### config.mk
export PLATFORM = sky130hd
export DESIGN_NAME = alt_div_1pt8
export DESIGN_NICKNAME = d
export VERILOG_FILES = /design/src/rtl/alt_div_1pt8.sv
export SDC_FILE = /design/constraint.sdc
export NUM_CORES = 1
export LEC_CHECK = 0
export CORE_AREA = 5 5 70 85
export CTS_CLUSTER_SIZE = 8
export DETAILED_ROUTE_END_ITERATION = 8
export DIE_AREA = 0 0 75 90
export HOLD_SLACK_MARGIN = 0.12
export PLACE_DENSITY = 0.64
export SYNTH_ARGS = -nofsm -noshare
export SYNTH_HDL_FRONTEND = slang
export SYNTH_SLANG_ARGS = --single-unit
### constraint.sdc
create_clock -name clk -period 2.1 [get_ports clk]
set_input_delay 0.42 -clock clk [delete_from_list [all_inputs] [get_ports clk]]
set_output_delay 0.42 -clock clk [all_outputs]
set_load 0.005 [all_outputs]
### src/rtl/alt_div_1pt8.sv
// rtl/alt_div_1pt8.sv - restoring radix-2 divider computing din*256/461 (inverse of the x461/256 scaler)
// One quotient bit per clock; the quotient shifts into the dividend register as it is consumed.
module alt_div_1pt8 #(
  parameter int WIDTH = 8,
  parameter int ROUND = 0
) (
  input  logic             clk,
  input  logic             rst_n,
  input  logic             in_valid,
  output logic             in_ready,
  input  logic [WIDTH-1:0] din,
  output logic             out_valid,
  input  logic             out_ready,
  output logic [WIDTH-1:0] dout,
  output logic [8:0]       rem,
  output logic             busy
);

  localparam int DW = WIDTH + 8;
  localparam int CW = $clog2(DW);
  localparam logic [9:0] DIVISOR = 10'd461;

  typedef enum logic [1:0] {IDLE, RUN, DONE} state_t;

  state_t           state, state_nxt;
  logic [DW-1:0]    dvd, dvd_nxt;
  logic [8:0]       prem, prem_nxt;
  logic [CW-1:0]    cnt;
  logic [9:0]       trial, diff, rem2;
  logic             q_bit, round_up, accept, last_iter, handoff;
  logic [WIDTH-1:0] q_fin;

  // Partial remainder stays below 461, so trial < 922 and the wrapped
  // difference has bit 9 set exactly when trial < 461.
  always_comb begin
    trial    = {prem, dvd[DW-1]};
    diff     = trial - DIVISOR;
    q_bit    = ~diff[9];
    prem_nxt = q_bit ? diff[8:0] : trial[8:0];
    dvd_nxt  = {dvd[DW-2:0], q_bit};
    rem2     = {prem_nxt, 1'b0};
    round_up = (ROUND != 0) && (rem2 >= DIVISOR);
    q_fin    = dvd_nxt[WIDTH-1:0] + WIDTH'(round_up);
  end

  always_ff @(posedge clk or negedge rst_n) begin
    if (!rst_n) state <= IDLE;
    else        state <= state_nxt;
  end

  always_comb begin
    state_nxt = state;
    in_ready  = 1'b0;
    busy      = 1'b1;
    case (state)
      IDLE: begin
        in_ready = 1'b1;
        busy     = 1'b0;
        if (in_valid) state_nxt = RUN;
      end
      RUN:  if (cnt == '0) state_nxt = DONE;
      DONE: if (out_ready) state_nxt = IDLE;
      default: state_nxt = IDLE;
    endcase
  end

  assign accept    = (state == IDLE) && in_valid;
  assign last_iter = (state == RUN) && (cnt == '0);
  assign handoff   = (state == DONE) && out_ready;

  always_ff @(posedge clk or negedge rst_n) begin
    if (!rst_n) begin
      dvd       <= '0;
      prem      <= '0;
      cnt       <= '0;
      dout      <= '0;
      rem       <= '0;
      out_valid <= 1'b0;
    end else begin
      if (accept) begin
        dvd  <= {din, 8'b0};
        prem <= '0;
        cnt  <= CW'(DW - 1);
      end else if (state == RUN) begin
        dvd  <= dvd_nxt;
        prem <= prem_nxt;
        cnt  <= cnt - CW'(1);
      end
      // Result registers only move on the final iteration, so they hold through DONE.
      if (last_iter) begin
        dout      <= q_fin;
        rem       <= prem_nxt;
        out_valid <= 1'b1;
      end else if (handoff) begin
        out_valid <= 1'b0;
      end
    end
  end

endmodule

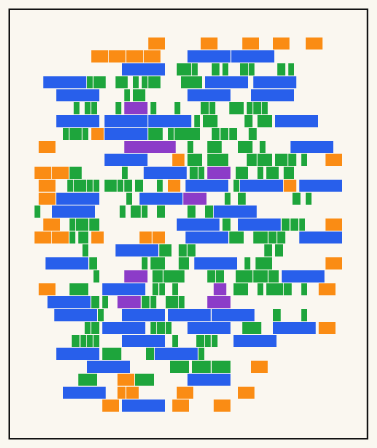
(cell classes on the final placement)
Orange stands for remaining buffers and delay cells, cells 39, share of their area 14%. Green stands for remaining logic cells, cells 157, share of their area 34%. Purple stands for clock drivers and dummy loads, cells 8, share of their area 4.6%. Blue stands for sequential cells, cells 49, share of their area 47%.

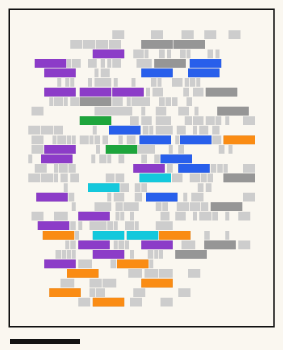
(register map, names as in the netlist)
The bar under the picture is 20 um long.
Orange stands for dout, sequential cells 8. Purple stands for dvd, sequential cells 16. Cyan stands for cnt, sequential cells 4. Blue stands for prem, sequential cells 9. Green stands for state, sequential cells 2.

==> qor.yml <==
floorplan:
  die_h_um: 90
  chip_area_um2: 6750
  num_io_pins: 32
  fp_util_pct: 42.5
finish:
  layout_top_cell: "nand2_1"
  drive_gt1_share_pct: 12.6
  design_area_um2: 2690
pwr:
  p_clk_share_pct: 16.3
  pg_clk_w: 0.000698
  p_int_w: 0.00272
  ir_drop_mv: 0.622
  p_total_w: 0.00427
  maxPowerGroup: "combinational logic"
clock_network:
  h-tree-depth: 2
  cts_made_buffers: 5
  postCtsHoldBufs: 0
  ctsResizeCount: 0
  clock_latency_ns: 0.30
  post_cts_buffers: 0
logic_synthesis:
  syn_nets: 231
  xor_share_pct: 2.42
  ys_types: 37
  synth_seq_share_pct: 56.4
  async_flop_share_pct: 100
  yosys_cells: 217
  synth-edff-count: 0
  ys_sh_mux_pct: 5.75
  syn_area_um2: 2170
run:
  cap_viol_max_count: 0
  tool_warnings: 26
final_timing:
  hold_violations: 0
  setup_violations: 0
  finalWorstSetupSlack_ns: 0.149
  worst_clock_skew_ns: 0.00987
critical_path:
  worstSetupStartpointType: "flop"
  crit_type: "reg2out"
  r2r_start: "prem[5]"
  reg2reg_to: "rem[1]"
routing:
  routed_via_density: 5.13
  vias: 1617
  drtPass1Iterations: 4
run_status:
  status: "finished, final reports clean"
placed_design:
  detailed_place.area_um2: 2570
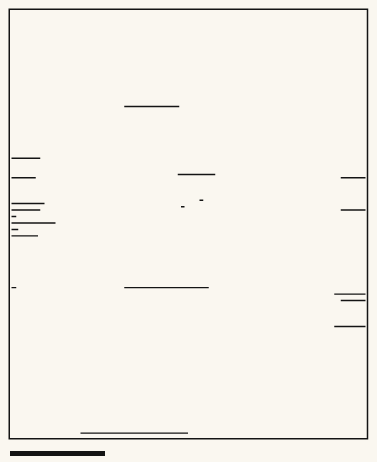
(signal wires on met3)
The bar under the picture is 20 um long.
16 nets have wire on it. The layer carries 126 um of wire.

==> flip-flops by register name (all words and copies together), names as in the netlist <==
register,count
state,2
dout,8
out_valid,1
cnt,4
dvd,16
rem,9
prem,9
==> final cells by class <==
class	count	area, um^2
multi-input cells	151	876
well taps	62	77.6
fillers	450	2430
repair buffers	39	365
inverters	6	22.5
flip-flops and latches	49	1230
clock buffers	6	82.6
clock inverters	2	37.5
==> metal layers <==
metal | part of all wire [%] | GRT usage, % | vias up
li1 | - | - | 816
met3 | 3.0 | 3.24 | 6
met2 | 53 | 22.7 | 22
met1 | 42 | 16.9 | 773
met5 | 0 | 0 | -
met4 | 1.9 | 5.79 | 0
No activity file was given, so power comes from the tool's default toggle rates.
